run_1/flops_by_reg.png
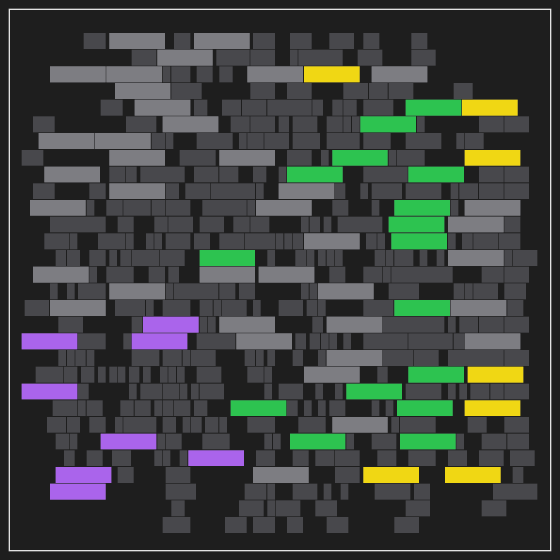
run_1/sizes.png
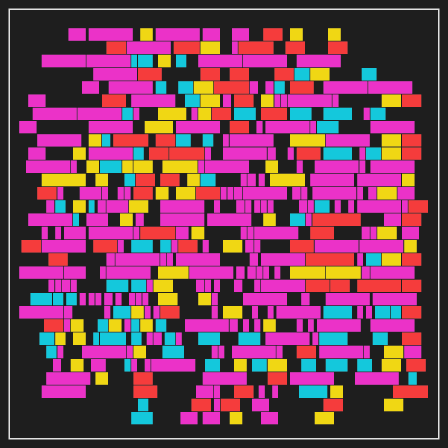
run_1/congestion.png
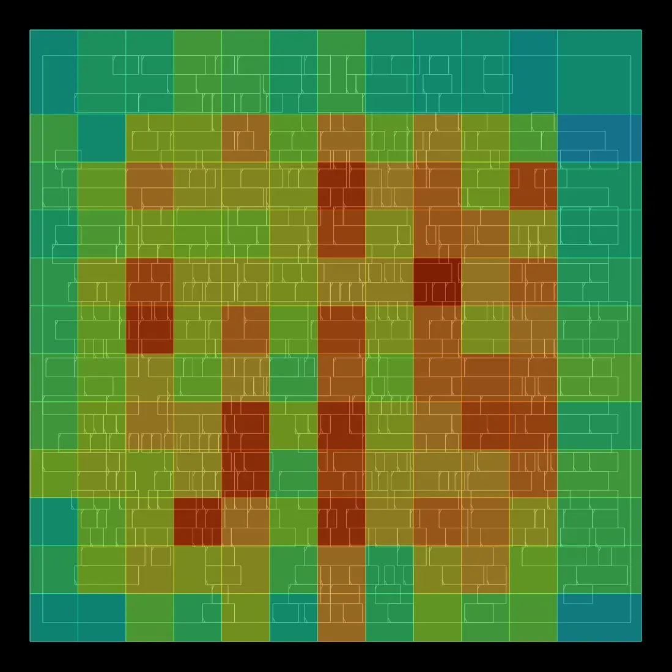
<file path="src/rtl/jtag_er1_bridge.sv">
// ER1 user-register bridge: a 16-bit JTAG scan register turned into single register-bus
// transactions, with the JTAG pins synchronized into the clk domain.
module jtag_er1_bridge #(
    parameter int unsigned TMO_CYCLES = 255
) (
    input  logic       clk,
    input  logic       rst_n,
    input  logic       jtck,
    input  logic       jtdi,
    input  logic       jshift,
    input  logic       jupdate,
    input  logic       jrstn,
    input  logic       jce1,
    output logic       jtdo1,
    output logic       bus_req,
    output logic       bus_we,
    output logic [6:0] bus_addr,
    output logic [7:0] bus_wdata,
    input  logic       bus_ack,
    input  logic [7:0] bus_rdata,
    output logic       busy
);

    typedef enum logic [1:0] {IDLE, REQ, DONE} state_t;

    localparam logic [7:0] TMO = 8'(TMO_CYCLES);

    // bit order: {jce1, jrstn, jupdate, jshift, jtdi, jtck}
    logic [5:0] pins, s1, s2;
    logic [1:0] s3;          // {jupdate, jtck} third stage for edge detection

    state_t      state;
    logic [15:0] sr;
    logic [7:0]  rdata;
    logic [7:0]  cnt;
    logic        ovf, tmo, er1_sel;

    logic tck_rise, upd_rise, tdi_s, shift_s, rstn_s, ce1_s;
    logic capture, shift_en, cmd, ovf_set, tmo_set;
    logic [7:0] cnt_nxt;

    assign pins = {jce1, jrstn, jupdate, jshift, jtdi, jtck};

    always_ff @(posedge clk or negedge rst_n) begin
        if (!rst_n) begin
            s1 <= '0;
            s2 <= '0;
            s3 <= '0;
        end else begin
            s1 <= pins;
            s2 <= s1;
            s3 <= {s2[3], s2[0]};
        end
    end

    assign tck_rise = s2[0] & ~s3[0];
    assign upd_rise = s2[3] & ~s3[1];
    assign tdi_s    = s2[1];
    assign shift_s  = s2[2];
    assign rstn_s   = s2[4];
    assign ce1_s    = s2[5];

    assign capture  = tck_rise & ce1_s & ~shift_s;
    assign shift_en = tck_rise & ce1_s & shift_s;
    assign cmd      = upd_rise & er1_sel & rstn_s;
    assign cnt_nxt  = cnt + 8'd1;
    assign ovf_set  = cmd & (state != IDLE);
    // ack takes priority over a timeout landing in the same cycle
    assign tmo_set  = (state == REQ) & ~bus_ack & (cnt_nxt == TMO);

    assign jtdo1 = sr[0];

    always_ff @(posedge clk or negedge rst_n) begin
        if (!rst_n) begin
            state     <= IDLE;
            sr        <= '0;
            rdata     <= '0;
            cnt       <= '0;
            ovf       <= 1'b0;
            tmo       <= 1'b0;
            er1_sel   <= 1'b0;
            bus_req   <= 1'b0;
            bus_we    <= 1'b0;
            bus_addr  <= '0;
            bus_wdata <= '0;
            busy      <= 1'b0;
        end else begin
            if (!rstn_s) begin
                sr      <= '0;
                er1_sel <= 1'b0;
            end else begin
                if (capture)
                    sr <= {busy, ovf, tmo, 5'b0, rdata};
                else if (shift_en)
                    sr <= {tdi_s, sr[15:1]};
                if (upd_rise)
                    er1_sel <= 1'b0;
                else if (tck_rise && ce1_s)
                    er1_sel <= 1'b1;
            end

            // a capture clears the flags it has just sampled; jrstn overrides everything
            ovf <= rstn_s & ((ovf & ~capture) | ovf_set);
            tmo <= rstn_s & ((tmo & ~capture) | tmo_set);

            case (state)
                IDLE: begin
                    if (cmd) begin
                        bus_we    <= sr[15];
                        bus_addr  <= sr[14:8];
                        bus_wdata <= sr[7:0];
                        bus_req   <= 1'b1;
                        busy      <= 1'b1;
                        cnt       <= '0;
                        state     <= REQ;
                    end
                end
                REQ: begin
                    cnt <= cnt_nxt;
                    if (bus_ack) begin
                        if (!bus_we)
                            rdata <= bus_rdata;
                        bus_req <= 1'b0;
                        state   <= DONE;
                    end else if (cnt_nxt == TMO) begin
                        rdata   <= 8'hFF;
                        bus_req <= 1'b0;
                        state   <= DONE;
                    end
                end
                DONE: begin
                    cnt     <= '0;
                    bus_req <= 1'b0;
                    busy    <= 1'b0;
                    state   <= IDLE;
                end
                default: state <= IDLE;
            endcase
        end
    end

endmodule

</file>
<file path="config.mk">
export PLATFORM = sky130hd
export DESIGN_NAME = jtag_er1_bridge
export DESIGN_NICKNAME = d
export VERILOG_FILES = /design/src/rtl/jtag_er1_bridge.sv
export SDC_FILE = /design/constraint.sdc
export NUM_CORES = 1
export LEC_CHECK = 0
export ABC_AREA = 1
export CAP_MARGIN = 5
export CORE_MARGIN = 1.5
export CORE_UTILIZATION = 40
export DETAILED_ROUTE_END_ITERATION = 7
export REMOVE_ABC_BUFFERS = 1
export SETUP_SLACK_MARGIN = 0.4
export SYNTH_ARGS = -nofsm -noshare
export SYNTH_HDL_FRONTEND = slang
export SYNTH_SLANG_ARGS = --single-unit
</file>
<file path="constraint.sdc">
create_clock -name clk -period 1.5 [get_ports clk]
set_clock_uncertainty 0.1 [all_clocks]
set_input_delay 0.15 -clock clk [delete_from_list [all_inputs] [get_ports clk]]
set_output_delay 0.15 -clock clk [all_outputs]
set_load 0.02 [all_outputs]
</file>
==> results.txt, run 1 <==
run results: largest net degree at the start of global routing 70, top post-synthesis cells by count 86 x nand2_1, 69 x dfrtp_1, 39 x inv_1, 22 x o21ai_1, 16 x o22ai_1, reg-to-reg endpoint state[1]$_DFFE_PN0P_, WL per Instance 14.5 um, share of layout cells above drive strength 1 0.465, Post-synth EDFFs 0, Synth Cell Area 2890 um^2, total detailed-routing wirelength 7340 um, stage-log warning count 32, Finish-stage setup viols 12, Clock transition at path regs 70 ps, Commonest flop dfrtp_1, CTS Buf Count 9, WP data arrival 1880 ps, Comb area share 0.314, r2r startpoint cnt[0]$_DFFE_PN0P_, Highest Signal Layer met4, minimum clock period 1750 ps, Layout Nets 429, number of fill cells 553, Area after DPL 3500 um^2, tap cells 96, Fmax 570 MHz, Post-Synthesis Cells 307, DRC errors left 0, first-pass GRT wire length 11400 um, Hold/Removal Path Class primary input to flip-flop, hold path cells 1, logic area 1460 um^2, Final HPWL DP 3920 um, Ant. Diodes 0, Ys Warns 0, Min Hold Slack 142 ps, Clock Sinks 69, Max-area cell share 0.597, Crit. End Element flip-flop, aoi share 0.115, Routed met3 length 252 um, hold path endpoint s1[5]$_DFF_PN0_, initial antenna violation count 0, CP Capture Point state[1]$_DFFE_PN0P_, Signal buffers 95, GRT Util Overall 0.197, dominant kind of cell by area registers, buffering overhead 0.218, Leakage 2.09 nW, router iterations before antenna repair 4, status finished with violations, CP startpoint kind flip-flop, clk_buf instances 13, total power 5.50 mW, max FFs per register 16, Max-Slew Margin vs Limit 0.754, cells along the critical path ha_2 > inv_2 > nand2_2 > nand2_2 > nor2_1 > nand3_1 > nor2_4 > nand2_1 > nand2_2 > nand2_2 > nand2_1 > nand2_1, cell family with most CP delay simple AND/OR/NAND/NOR gates, RSZ-0062 raised after global routing yes, setup slack after layout -255 ps, crit path from cnt[0]$_DFFE_PN0P_, CTS H-tree depth 3, post-route insts no fill 505, total number of vias 2458, ys async rst share 1.00, post-layout period usage 1.17, FP Core Util 0.418, vias in the first global route 2398, WL met2 4010 um, post-synthesis sequential area ratio 0.597, Area growth syn-to-layout 61.2%, Via density 4.87, number of non-clock inverters 42, fraction of area in registers 0.371, critical path buffer and inverter count 1, critical path depth in cells 12, failing checks setup timing, worst r2r path cells 12, Die W 88.0 um
About flops_by_reg.png:
color	netlist name	placed flops
yellow	bus_addr	7
green	sr	16
purple	cnt	8
Reg area: 1730 um^2
Sequential Power: 2.24 mW

About sizes.png:
color	size	cells	share
magenta	_0 and _1 cells	219	54%
yellow	_3 and _4 cells	65	16%
cyan	_2 cells	65	16%
red	_6 and larger	60	15%

About congestion.png:
GR Util met3: 0.0358
Final Core Density: 0.675
GRT met1 Usage: 0.242

[run 1: cells in the final DEF, fill, tap and decap left out, drive strengths merged]
master and n:
a21oi 3, a22oi 1, buf 78, clkbuf 14, clkdlybuf4s50 15, clkinv 2
clkinvlp 1, dfrtp 69, dlygate4sd3 1, ha 7, inv 41, nand2 92
nand3 16, nand3b 1, nor2 12, nor3 1, o21ai 33, o22ai 16
o32ai 5, xor2 1
[run 1: repair_timing]
action	CTS	global route
endpoints found under the setup margin	63	74
buffers inserted	25	13
endpoints found under the hold margin	69	0
cloned	2	1
hold buffers	1	0
pin swaps	10	19
gates resized	204	67
[run 1: report_power, final]
group          total [mW]  switching, mW  internal, mW
logic                1.97          0.997         0.969
clock network        1.29          0.660         0.633
registers            2.24          0.159          2.08
run_1/cell_density.png
9 x 9 tiles, from black (low) to pale yellow (high), 0 to 100% covered.
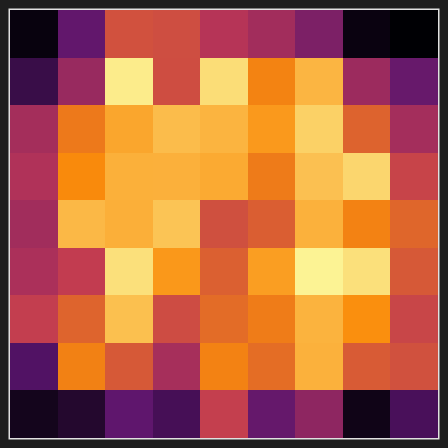

## Run 2: what changed since run 1
--- a/config.mk
+++ b/config.mk
@@ -8,8 +8,9 @@
 export ABC_AREA = 1
 export CAP_MARGIN = 5
 export CORE_MARGIN = 1.5
-export CORE_UTILIZATION = 40
+export CORE_UTILIZATION = 49
 export DETAILED_ROUTE_END_ITERATION = 7
+export PLACE_DENSITY = 0.75
 export REMOVE_ABC_BUFFERS = 1
 export SETUP_SLACK_MARGIN = 0.4
 export SYNTH_ARGS = -nofsm -noshare
run_2/cell_density.png
8 x 8 tiles, from black (low) to pale yellow (high), 0 to 100% covered.
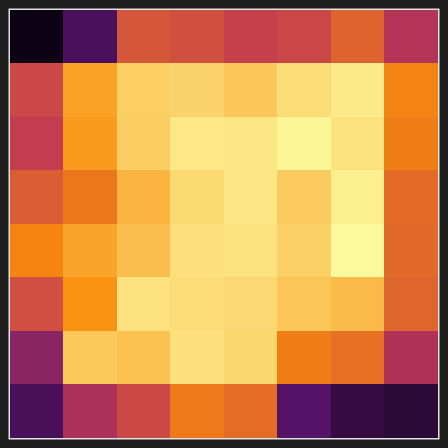
densest ninth of the die	center
mean over tiles	71%
fullest tile	99%
emptiest ninth of the die	south-east
tiles over 75% full	52%
FP Core Util: 0.515
core box area: 5610 um^2
Final Core Density: 0.825

==> run 2 against run 1 <==
Effect of this change: utilization grew 15 points; critical path depth shrank 2; via count grew 6.4%; synthesized cell count is the same; critical path type unchanged; highest routed layer unchanged; the flow still finishes with violations (setup timing); synthesized area is the same.
==> results.txt, run 2 <==
run results: status finished with violations, failing checks setup timing, number of fill cells 313 (-43%), Comb group 1.83 mW (-7%), Post-CTS Resized 198 (-2.9%), CTS Buf Count 9 (unchanged), post-route insts no fill 482 (-4.6%), Hold/Removal Path Class primary input to flip-flop, total detailed-routing wirelength 8230 um (+12%), CTS tree done, setup slack after layout -324 ps (-69.4 ps), stage-log warning count 32 (unchanged), Post-synth EDFFs 0 (unchanged), WP data arrival 1980 ps (+100 ps), logic area 1430 um^2 (-2.5%), Via density 5.43 (+12%), Sw Share 0.339 (+0.00858), CP startpoint kind flip-flop, RSZ-0062 raised after global routing yes, sequential share of power 0.399 (-0.009), Max-area cell share 0.597 (unchanged), Area after DPL 3520 um^2 (+0.57%), WL met2 4430 um (+10%), number of non-clock inverters 42 (unchanged), Top Layout Cells 68 x dfrtp_1, 58 x nand2_1, 37 x buf_4, Area growth syn-to-layout 60.0%, Clock Sinks 69 (unchanged), Fmax 548 MHz (-3.8%), Unique cell types 23, Max-Slew Margin vs Limit 0.685 (-0.0692), fraction of area in registers 0.374 (+0.00308), dominant kind of cell by area registers, Root Driver clkbuf_8, Top Consumer registers, aoi share 0.115 (unchanged), total number of vias 2616 (+6.4%), Signal buffers 93 (-2.1%), Post-Synthesis Cells 307 (unchanged), initial antenna violation count 0 (unchanged), CTS H-tree depth 3 (unchanged), Top reg by flops sr, Hold-fix buffers, CTS 1 (unchanged), largest net degree at the start of global routing 39 (-44%), cells along the critical path ha_4 > nand2_1 > nand2_1 > nor2_1 > nand3_1 > nor2_4 > buf_6 > nand3_4 > nand3_1 > nand2_1, first-pass GRT wire length 10700 um (-5.9%), Final HPWL DP 3740 um (-4.6%), Finish-stage setup viols 15 (+3), Req. time, crit path 1650 ps, Comb area share 0.309 (-0.00547), setup bufs post-CTS 12 (-52%), clk_buf instances 10 (-3), GR Util met3 0.0377 (+0.00190), Reg area 1730 um^2 (about the same), Worst Setup Path Type flip-flop to flip-flop, CP max FO 5, total power 5.68 mW (+3.2%), minimum clock period 1820 ps (+69.4 ps), final number of max-transition violations 0, Highest Signal Layer met4, Layout Nets 429 (unchanged), cell family with most CP delay simple AND/OR/NAND/NOR gates, DRT antenna net count 0, Sequential Power 2.27 mW (about the same), Ys Warns 0 (unchanged), router iterations before antenna repair 5 (+1), combinational power share 0.323 (-0.034), top post-synthesis cells by count 86 x nand2_1, 69 x dfrtp_1, 39 x inv_1, 22 x o21ai_1, 16 x o22ai_1, most numerous logic cell after layout dfrtp_1, Clk. pwr 1.58 mW (+22%), Clock transition at path regs 80 ps (about the same), Min Hold Slack 131 ps (-10.5 ps), clock network power share 0.278 (+0.043), Worst-Margin Slew 472 ps, Routed met3 length 452 um (+79%), share of layout cells above drive strength 1 0.459 (-0.00601), tap cells 72 (-25%), Leakage 2.08 nW (-0.41%), buffering overhead 0.216 (-0.00159), Synth Cell Area 2890 um^2 (unchanged), ys async rst share 1.00 (unchanged), vias in the first global route 2323 (-3.1%), Ant. Diodes 0 (unchanged), Commonest flop dfrtp_1, sw power 1.92 mW (+5.9%), power density over the cells 1230 nW/um^2, post-synthesis sequential area ratio 0.597 (unchanged), Cell Int Power 3.76 mW (+1.9%), Die W 79.8 um (-9.3%), Crit. End Element flip-flop, critical path buffer and inverter count 1 (unchanged), post-layout period usage 1.22 (+0.0463), DRC errors left 0 (unchanged), max FFs per register 16 (unchanged)
run_2/congestion.png
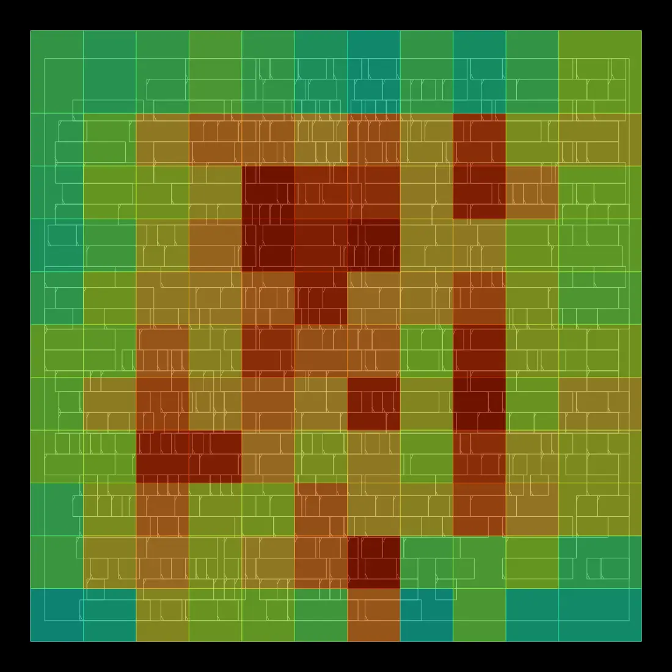
GRT met1 Usage: 0.276
WL per Instance: 17.1 um
met2 usage: 0.380
grt peak-use layer: met2
GRT Util Overall: 0.226

run 2: path summary, 6_finish.rpt:
| check | from | endpoint | slack (ps) | depth (start not counted) |
|---|---|---|---|---|
| hold / removal | jrstn | s1[4]$_DFF_PN0_ | 130 | 1 |
| setup reg to reg | cnt[0]$_DFFE_PN0P_ | rdata[4]$_DFFE_PN0P_ | -320 | 10 |
| min in group asynchronous | rst_n | bus_addr[0]$_DFFE_PN0P_ | 170 | 2 |
| max in group asynchronous | rst_n | s2[2]$_DFF_PN0_ | 540 | 3 |
| setup / recovery | cnt[0]$_DFFE_PN0P_ | rdata[4]$_DFFE_PN0P_ | -320 | 10 |
| hold reg to reg | s1[5]$_DFF_PN0_ | s2[5]$_DFF_PN0_ | 250 | 0 |
run_2/placement_by_type.png
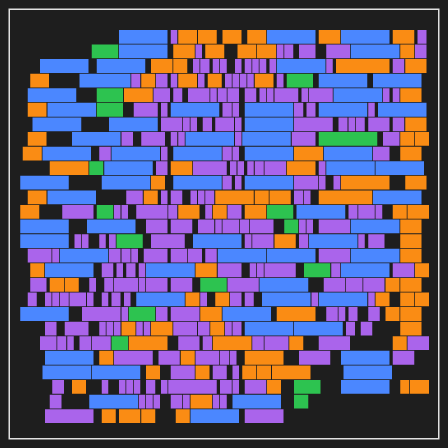

## Run 3: what changed since run 2
--- a/config.mk
+++ b/config.mk
@@ -8,9 +8,9 @@
 export ABC_AREA = 1
 export CAP_MARGIN = 5
 export CORE_MARGIN = 1.5
-export CORE_UTILIZATION = 49
+export CORE_UTILIZATION = 55
 export DETAILED_ROUTE_END_ITERATION = 7
-export PLACE_DENSITY = 0.75
+export PLACE_DENSITY = 0.79
 export REMOVE_ABC_BUFFERS = 1
 export SETUP_SLACK_MARGIN = 0.4
 export SYNTH_ARGS = -nofsm -noshare
==> constraint.sdc (replaced) <==
create_clock -name clk -period 2.1 [get_ports clk]
set_clock_uncertainty 0.1 [all_clocks]
set_input_delay 0.21 -clock clk [delete_from_list [all_inputs] [get_ports clk]]
set_output_delay 0.21 -clock clk [all_outputs]
set_load 0.02 [all_outputs]
run_3/placement_by_type.png
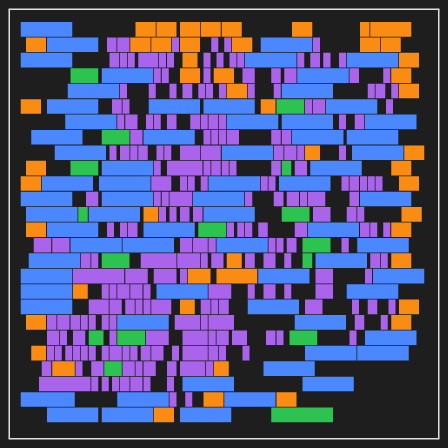
color	class	cells	share of their area
green	clock drivers and dummy loads	16	5.5%
purple	combinational and other logic	231	34%
orange	remaining buffers and delay cells	49	13%
blue	sequential cells	69	47%
fin area: 3730 um^2
Cell Rows: 26
core box area: 5070 um^2
Final Core Density: 0.736
fraction of area in registers: 0.463

==> run 3 against run 2 <==
Effect of this change: the flow now finishes without violations; die size is 11% lower; critical path depth is 1 lower; total power is 37% lower; wire length is 28% lower; global-route usage is 1.5 points lower; cell area is 19% lower; worst setup slack better by 670 ps; synthesized cell count stayed put; utilization is 8.9 points lower; sequential power is 29% lower; critical path type unchanged; largest cell class unchanged.
==> results.txt, run 3 <==
run results: number of non-clock inverters 42 (unchanged), Req. time, crit path 2230 ps (+580 ps), combinational power share 0.243 (-0.080), most numerous logic cell after layout nand2_1, ys async rst share 1.00 (unchanged), critical path buffer and inverter count 1 (unchanged), CP max FO 5 (unchanged), Via density 5.23 (-3.6%), reg-to-reg endpoint rdata[4]$_DFFE_PN0P_, CP startpoint kind flip-flop, GR Util met3 0.0437 (+0.00594), final number of max-transition violations 0 (unchanged), FP Core Util 0.570 (+0.0541), crit path from cnt[1]$_DFFE_PN0P_, hold path cells 1 (unchanged), first-pass GRT wire length 8780 um (-18%), Clock transition at path regs 70 ps (about the same), Crit. End Element flip-flop, WP data arrival 1870 ps (-110 ps), Hold-fix buffers, CTS 1 (unchanged), buffering overhead 0.130 (-0.0865), Synth Cell Area 2890 um^2 (unchanged), post-layout period usage 0.833 (-0.383), sequential share of power 0.454 (+0.055), Clock Sinks 69 (unchanged), Leakage 1.69 nW (-19%), GRT Util Overall 0.211 (-0.0149), Top reg by flops sr, cells along the critical path ha_4 > nand3_2 > o21ai_2 > nand2_2 > nor2_4 > buf_4 > nand3_4 > nand3_2 > nand2_1, CTS Buf Count 9 (unchanged), total detailed-routing wirelength 5910 um (-28%), Worst-Margin Slew 536 ps (+63.5 ps), Max-area cell share 0.597 (unchanged), initial antenna violation count 0 (unchanged), Min Hold Slack 213 ps (+81.4 ps), Cell Int Power 2.43 mW (-35%), Hold/Removal Path Class primary input to flip-flop, CP Capture Point rdata[4]$_DFFE_PN0P_, total power 3.55 mW (-37%), stage-log warning count 31 (-3.1%), post-route insts no fill 435 (-9.8%), tap cells 70 (-2.8%), critical path depth in cells 9 (-1), setup bufs post-CTS 2 (-10), Finish-stage setup viols 0 (-15), CTS H-tree depth 3 (unchanged), CTS tree done, clock network power share 0.303 (+0.025), RSZ-0062 raised after global routing yes, Post-Synthesis Cells 307 (unchanged), Ys Warns 0 (unchanged), Max-Slew Margin vs Limit 0.640 (-0.0447), post-synthesis sequential area ratio 0.597 (unchanged), hold path endpoint s1[3]$_DFF_PN0_, Die W 75.5 um (-5.4%), status complete, no violations, WL per Instance 13.6 um (-20%), Reg area 1730 um^2 (unchanged), Comb area share 0.288 (-0.0203), Top Layout Cells 81 x nand2_1, 68 x dfrtp_1, 38 x inv_1, Worst Setup Path Type flip-flop to flip-flop, logic area 1080 um^2 (-25%), clk_buf instances 10 (unchanged), Signal buffers 49 (-47%), Worst Hold Launch jupdate, Area after DPL 3360 um^2 (-4.6%), dominant kind of cell by area registers, largest net degree at the start of global routing 70 (+79%), top post-synthesis cells by count 86 x nand2_1, 69 x dfrtp_1, 39 x inv_1, 22 x o21ai_1, 16 x o22ai_1, Highest Signal Layer met4, Ant. Diodes 0 (unchanged), Fmax 572 MHz (+4.3%), vias in the first global route 1974 (-15%), r2r startpoint cnt[1]$_DFFE_PN0P_, minimum clock period 1750 ps (-74.8 ps), power density over the cells 950 nW/um^2 (-23%), Post-CTS Resized 3 (-98%), Final HPWL DP 3550 um (-4.8%), Layout Nets 384 (-10%), Area growth syn-to-layout 29.2%, number of fill cells 368 (+18%), Root Driver clkbuf_8
run_3/flops_by_reg.png
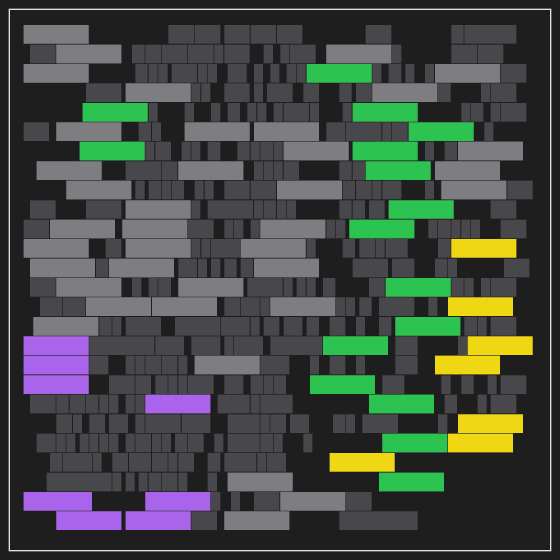
color	netlist name	placed flops
green	sr	16
purple	cnt	8
yellow	bus_addr	7

[run 3: power groups by stage]
| stage | combinational (mW) | sequential, mW | clock [mW] |
|---|---|---|---|
| floorplan | 0.447 | 1.61 | 0 |
| global placement | 0.659 | 1.61 | 0 |
| detailed placement | 0.674 | 1.62 | 0 |
| CTS | 0.715 | 1.59 | 1.09 |
| global route | 0.968 | 1.63 | 1.14 |
| finish | 0.862 | 1.61 | 1.08 |
[run 3: cell families after synthesis]
logic type,count (synthesis)
XOR/XNOR,1
AND-OR/OR-AND,58
adder cells (fa/ha/maj),7
flip-flops,69
AND/OR/NAND/NOR,122
buffers and inverters,50
[run 3: worst register-to-register path: cells and delay by family (launching register included)]
family | cells | cell delay (ps)
buf+inv | 1 | 140
compound gates | 1 | 170
flops | 1 | 440
simple gates | 6 | 610
fa+ha+maj | 1 | 180
Power and IR drop assume default switching activity.
